File: src/rtl/mips_mem_arbiter.sv
// Arbitrates one single-port memory between instruction fetch and load/store traffic.
// One transaction in flight; data wins unless fetch has been starved STARVE_MAX grants.
module mips_mem_arbiter #(
  parameter int unsigned AW         = 10,
  parameter int unsigned DW         = 32,
  parameter int unsigned STARVE_MAX = 4
) (
  input  logic          clk,
  input  logic          reset,
  input  logic          i_req,
  input  logic [AW-1:0] i_addr,
  input  logic          i_flush,
  output logic          i_ack,
  output logic [DW-1:0] i_rdata,
  input  logic          d_req,
  input  logic          d_we,
  input  logic [AW-1:0] d_addr,
  input  logic [DW-1:0] d_wdata,
  output logic          d_ack,
  output logic [DW-1:0] d_rdata,
  output logic          m_en,
  output logic          m_we,
  output logic [AW-1:0] m_addr,
  output logic [DW-1:0] m_wdata,
  input  logic [DW-1:0] m_rdata,
  input  logic          m_done,
  output logic          i_stall,
  output logic          d_stall,
  output logic          busy
);

  localparam int unsigned CW = $clog2(STARVE_MAX + 1);

  typedef enum logic [1:0] {
    IDLE   = 2'd0,
    WAIT_I = 2'd1,
    WAIT_D = 2'd2
  } state_e;

  state_e        state_q;
  logic          m_en_q;
  logic          m_we_q;
  logic [AW-1:0] m_addr_q;
  logic [DW-1:0] m_wdata_q;
  logic          i_ack_q;
  logic          d_ack_q;
  logic [DW-1:0] i_rdata_q;
  logic [DW-1:0] d_rdata_q;
  logic          discard_q;
  logic [CW-1:0] starve_cnt_q;

  logic i_elig;
  logic d_elig;
  logic starved;
  logic grant_i;
  logic grant_d;
  logic done;

  // A port acked this cycle is still showing its old request, so it is not eligible.
  always_comb begin
    d_elig  = d_req & ~d_ack_q;
    i_elig  = i_req & ~i_ack_q & ~i_flush;
    starved = (starve_cnt_q == CW'(STARVE_MAX)) & i_elig;
    grant_d = (state_q == IDLE) & d_elig & ~starved;
    grant_i = (state_q == IDLE) & i_elig & ~grant_d;
    done    = (state_q != IDLE) & ~m_en_q & m_done;
  end

  always_ff @(posedge clk) begin
    if (reset) begin
      state_q      <= IDLE;
      m_en_q       <= 1'b0;
      m_we_q       <= 1'b0;
      m_addr_q     <= '0;
      m_wdata_q    <= '0;
      i_ack_q      <= 1'b0;
      d_ack_q      <= 1'b0;
      i_rdata_q    <= '0;
      d_rdata_q    <= '0;
      discard_q    <= 1'b0;
      starve_cnt_q <= '0;
    end else begin
      m_en_q  <= 1'b0;
      i_ack_q <= 1'b0;
      d_ack_q <= 1'b0;
      unique case (state_q)
        IDLE: begin
          if (grant_d) begin
            m_en_q    <= 1'b1;
            m_we_q    <= d_we;
            m_addr_q  <= d_addr;
            m_wdata_q <= d_wdata;
            state_q   <= WAIT_D;
          end else if (grant_i) begin
            m_en_q   <= 1'b1;
            m_we_q   <= 1'b0;
            m_addr_q <= i_addr;
            state_q  <= WAIT_I;
          end
        end
        WAIT_I: begin
          if (done) begin
            state_q   <= IDLE;
            m_we_q    <= 1'b0;
            discard_q <= 1'b0;
            // A flush landing on the completion cycle still kills the fetch.
            if (!(discard_q | i_flush)) begin
              i_ack_q   <= 1'b1;
              i_rdata_q <= m_rdata;
            end
          end else if (i_flush) begin
            discard_q <= 1'b1;
          end
        end
        WAIT_D: begin
          if (done) begin
            state_q <= IDLE;
            m_we_q  <= 1'b0;
            d_ack_q <= 1'b1;
            if (!m_we_q) begin
              d_rdata_q <= m_rdata;
            end
          end
        end
        default: state_q <= IDLE;
      endcase

      if (!i_req || grant_i) begin
        starve_cnt_q <= '0;
      end else if (grant_d && (starve_cnt_q != CW'(STARVE_MAX))) begin
        starve_cnt_q <= starve_cnt_q + CW'(1);
      end
    end
  end

  assign m_en    = m_en_q;
  assign m_we    = m_we_q;
  assign m_addr  = m_addr_q;
  assign m_wdata = m_wdata_q;
  assign i_ack   = i_ack_q;
  assign d_ack   = d_ack_q;
  assign i_rdata = i_rdata_q;
  assign d_rdata = d_rdata_q;
  assign busy    = (state_q != IDLE);
  assign i_stall = i_req & ~i_ack_q;
  assign d_stall = d_req & ~d_ack_q;

endmodule

File: config.mk
export PLATFORM = sky130hd
export DESIGN_NAME = mips_mem_arbiter
export DESIGN_NICKNAME = d
export VERILOG_FILES = /design/src/rtl/mips_mem_arbiter.sv
export SDC_FILE = /design/constraint.sdc
export NUM_CORES = 1
export LEC_CHECK = 0
export ABC_AREA = 1
export ABC_CLOCK_PERIOD_IN_PS = 2300
export CAP_MARGIN = 20
export CORE_MARGIN = 2
export CORE_UTILIZATION = 45
export DETAILED_ROUTE_END_ITERATION = 6
export PLACE_DENSITY = 0.84
export SETUP_SLACK_MARGIN = 0.1
export SLEW_MARGIN = 20
export SYNTH_ARGS = -nofsm -noshare
export SYNTH_HDL_FRONTEND = slang
export SYNTH_SLANG_ARGS = --single-unit
File: constraint.sdc
create_clock -name clk -period 2.3 [get_ports clk]
set_clock_uncertainty 0.05 [all_clocks]
set_input_delay 0.23 -clock clk [delete_from_list [all_inputs] [get_ports clk]]
set_output_delay 0.23 -clock clk [all_outputs]
set_load 0.1 [all_outputs]
Figure 1. Congestion heat map (run 1).
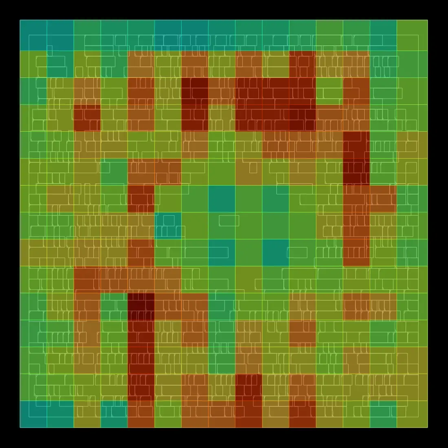
busiest grt layer: met2
met2 Use GR: 0.429
Tot GR Track Use: 0.242
Util after Layout: 0.701

Figure 2. Placed cells, one color a class (run 1).
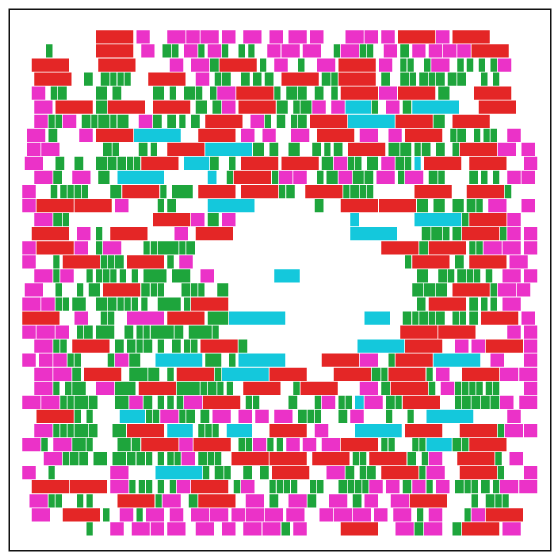
color	class	cells	share of their area
red	registers	116	35%
green	remaining logic cells	426	30%
cyan	clock drivers and dummy loads	29	8.4%
magenta	remaining buffers and delay cells	212	27%
site row count: 36
Core ar.: 9770 sq um
Finished Cell Area: 6850 sq um
register share of the cell area: 0.339

Figure 3. Register map, names as in the netlist (run 1).
The bar under the picture is 20 microns long.
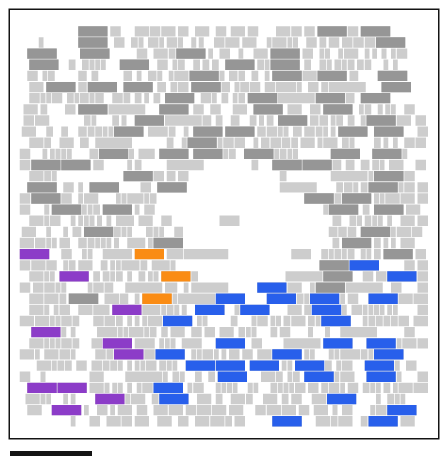
color	netlist name	placed flops
orange	starve_cnt_q	3
purple	m_addr	10
blue	m_wdata	32
not colored	71
Reg area: 2320 sq um
seq pwr: 0.00221 W

-- run 1: metrics by stage --
| stage | std cells | cell area [sq um] | utilization |
|---|---|---|---|
| 2_1_floorplan | 582 | 4540 | - |
| 3_3_place_gp | 887 | 6290 | 0.644 |
| 3_5_place_dp | 887 | 6290 | 0.644 |
| 4_1_cts | 916 | 6850 | 0.701 |
| 5_1_grt | 916 | 6850 | 0.701 |
| 6_report | 916 | 6850 | 0.701 |
-- run 1: per-layer routing --
metal | vias to the layer above | routed length, microns | GRT usage
met5 | - | 0 | 0
met4 | 0 | 357 | 0.109
met3 | 30 | 769 | 0.0702
met2 | 174 | 6860 | 0.429
met1 | 2145 | 5410 | 0.267
li1 | 2282 | - | -
==> impl_metrics.env, run 1 <==
# yosys + openroad results
export IMPL_drt_pass1_iter_count=4
export IMPL_worstPathRequired_ns=2.67
export IMPL_power_frac_seq=0.343
export IMPL_cts_tree="yes"
export IMPL_holdPathStages=3
export IMPL_synthArstFlopShare=0
export IMPL_status="finished clean"
export IMPL_logic_area_sq_um=1860
export IMPL_clock_sinks=116
export IMPL_buffer_area_frac=0.267
export IMPL_ys_flop_type="dfxtp_1"
export IMPL_top_logic_kind="simple AND/OR/NAND/NOR gates"
export IMPL_layout_comb_gates_multi_input=396
export IMPL_mostFrequentLayoutCells="nor2_1, buf_4, dfxtp_1"
export IMPL_ys_cells=582
export IMPL_io_buffers=203
export IMPL_synthAoiAreaFrac=0.115
export IMPL_clock_power_w=0.00243
export IMPL_tool_warnings=29
export IMPL_hold_buffers=0
export IMPL_synth_most_common_cell="nor2_1"
export IMPL_cp_max_fo=34
export IMPL_gp_congestion=0.840
export IMPL_drt_iter0_markers=219
export IMPL_timing_rr_start="state_q[1]"
export IMPL_hold_violations=0
export IMPL_finalSetupTns_ns=0
export IMPL_ys_sh_xor=0.00193
export IMPL_ys_warn_count=0
export IMPL_vias_per_cell=5.06
export IMPL_powerDensity_nw_per_um2=941
export IMPL_routed_wl_microns=13400
export IMPL_die_w_microns=104
export IMPL_largest_area_cell="dfxtp_1"
export IMPL_comb_power_w=0.00180
export IMPL_wire_per_inst_microns=14.6
export IMPL_ir_drop_mv=0.610
export IMPL_setup_viol=0
export IMPL_critPathKind="register to register"
export IMPL_worstHoldStart="d_wdata[9]"
export IMPL_nNonClkBuffers=212
export IMPL_ys_seq_frac=0.511
export IMPL_ys_flops=116
export IMPL_comb_area_frac=0.271
export IMPL_hold_class="primary input to register"
export IMPL_cts_root_buf="clkbuf_8"
export IMPL_syn_to_final_growth_pct=50.8
export IMPL_slew_violations=0
export IMPL_maxPowerGroup="clock"
==> run 2, diff against run 1 <==
--- a/config.mk
+++ b/config.mk
@@ -13,7 +13,7 @@
 export DETAILED_ROUTE_END_ITERATION = 6
 export PLACE_DENSITY = 0.84
 export SETUP_SLACK_MARGIN = 0.1
-export SLEW_MARGIN = 20
+export SLEW_MARGIN = 15
 export SYNTH_ARGS = -nofsm -noshare
 export SYNTH_HDL_FRONTEND = slang
 export SYNTH_SLANG_ARGS = --single-unit
Figure 4. Placed cells, one color a class (run 2).
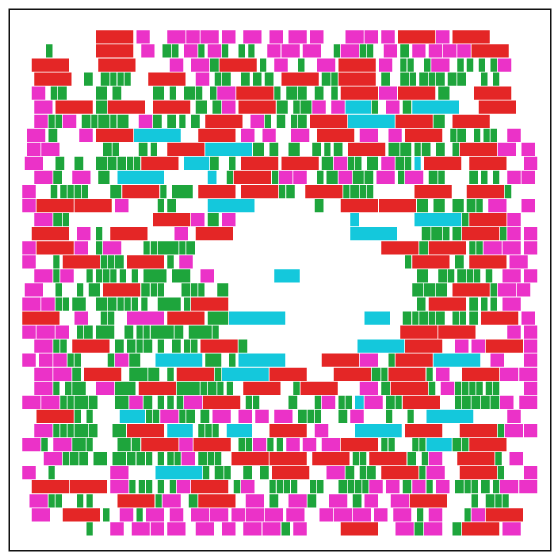
color	class	cells	share of their area
green	remaining logic cells	426	30%
cyan	clock drivers and dummy loads	29	8.4%
red	registers	116	35%
magenta	remaining buffers and delay cells	212	27%

Figure 5. Register map, names as in the netlist (run 2).
The bar under the picture is 20 microns long.
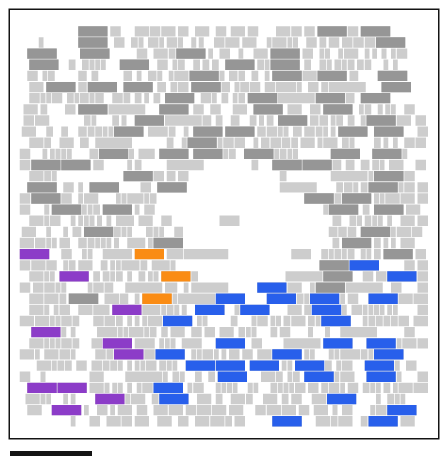
color	netlist name	placed flops
purple	m_addr	10
blue	m_wdata	32
orange	starve_cnt_q	3

Figure 6. Metal layers overlaid (run 2).
The bar under the picture is 20 microns long.
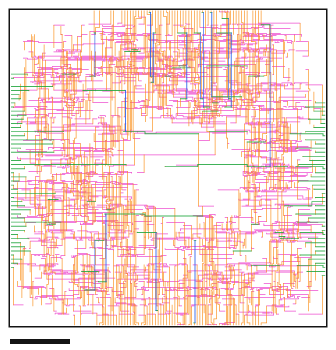
color	layer	wire length
green	M3	770 microns
blue	M4	358 microns
orange	M2	6860 microns
magenta	M1	5410 microns
via count: 4631
Post-Route WL: 13400 microns
drt wl/cell: 14.6 microns

==> impl_metrics.env, run 2 <==
# yosys + openroad results
export IMPL_vias_per_cell=5.06
export IMPL_top_logic_kind="simple AND/OR/NAND/NOR gates"
export IMPL_ys_flop_type="dfxtp_1"
export IMPL_synthAoiAreaFrac=0.115
export IMPL_gp_congestion=0.840
export IMPL_die_w_microns=104
export IMPL_power_frac_seq=0.343
export IMPL_io_buffers=203
export IMPL_comb_area_frac=0.271
export IMPL_seq_share=0.339
export IMPL_layout_comb_gates_multi_input=396
export IMPL_buffer_area_frac=0.267
export IMPL_status="finished clean"
export IMPL_core_area_sq_um=9770
export IMPL_setup_viol=0
export IMPL_maxPowerGroup="clock"
export IMPL_ys_sh_xor=0.00193
export IMPL_hold_violations=0
export IMPL_slew_violations=0
export IMPL_syn_to_final_growth_pct=50.8
export IMPL_critPathKind="register to register"
export IMPL_synthArstFlopShare=0
export IMPL_p_seq_w=0.00221
export IMPL_rows=36
export IMPL_comb_power_w=0.00180
export IMPL_cts_tree="yes"
export IMPL_clock_sinks=116
export IMPL_ys_cells=582
export IMPL_largest_area_cell="dfxtp_1"
export IMPL_nNonClkBuffers=212
export IMPL_finalSetupTns_ns=0
export IMPL_ys_seq_frac=0.511
export IMPL_drt_iter0_markers=219
export IMPL_post_route_util=0.701
export IMPL_synth_most_common_cell="nor2_1"
==> run 2: worst paths after layout <==
kind              depth (start not counted)     endpoint  slack, ns        from
setup / recovery                          9  i_rdata[31]       0.27  state_q[1]
hold / removal                            3   m_wdata[9]       0.29  d_wdata[9]
setup reg to reg                          9  i_rdata[31]       0.27  state_q[1]
hold reg to reg                           2    m_addr[3]       0.41   m_addr[3]
==> run 2: per-layer routing <==
metal	vias up	part of all wire	track usage	wire length, microns
met4	0	0.027	0.109	357
met1	2145	0.40	0.267	5410
met5	-	0	0	0
met2	174	0.51	0.429	6860
li1	2282	-	-	-
met3	30	0.057	0.0702	769
==> run 2: worst min-delay path: cells and delay by family <==
kind,cells,cell delay (ns)
AND/OR/NAND/NOR,1,0.05
AND-OR/OR-AND,1,0.13
buffers and inverters,1,0.39
No activity file was given, so power comes from the tool's default toggle rates.
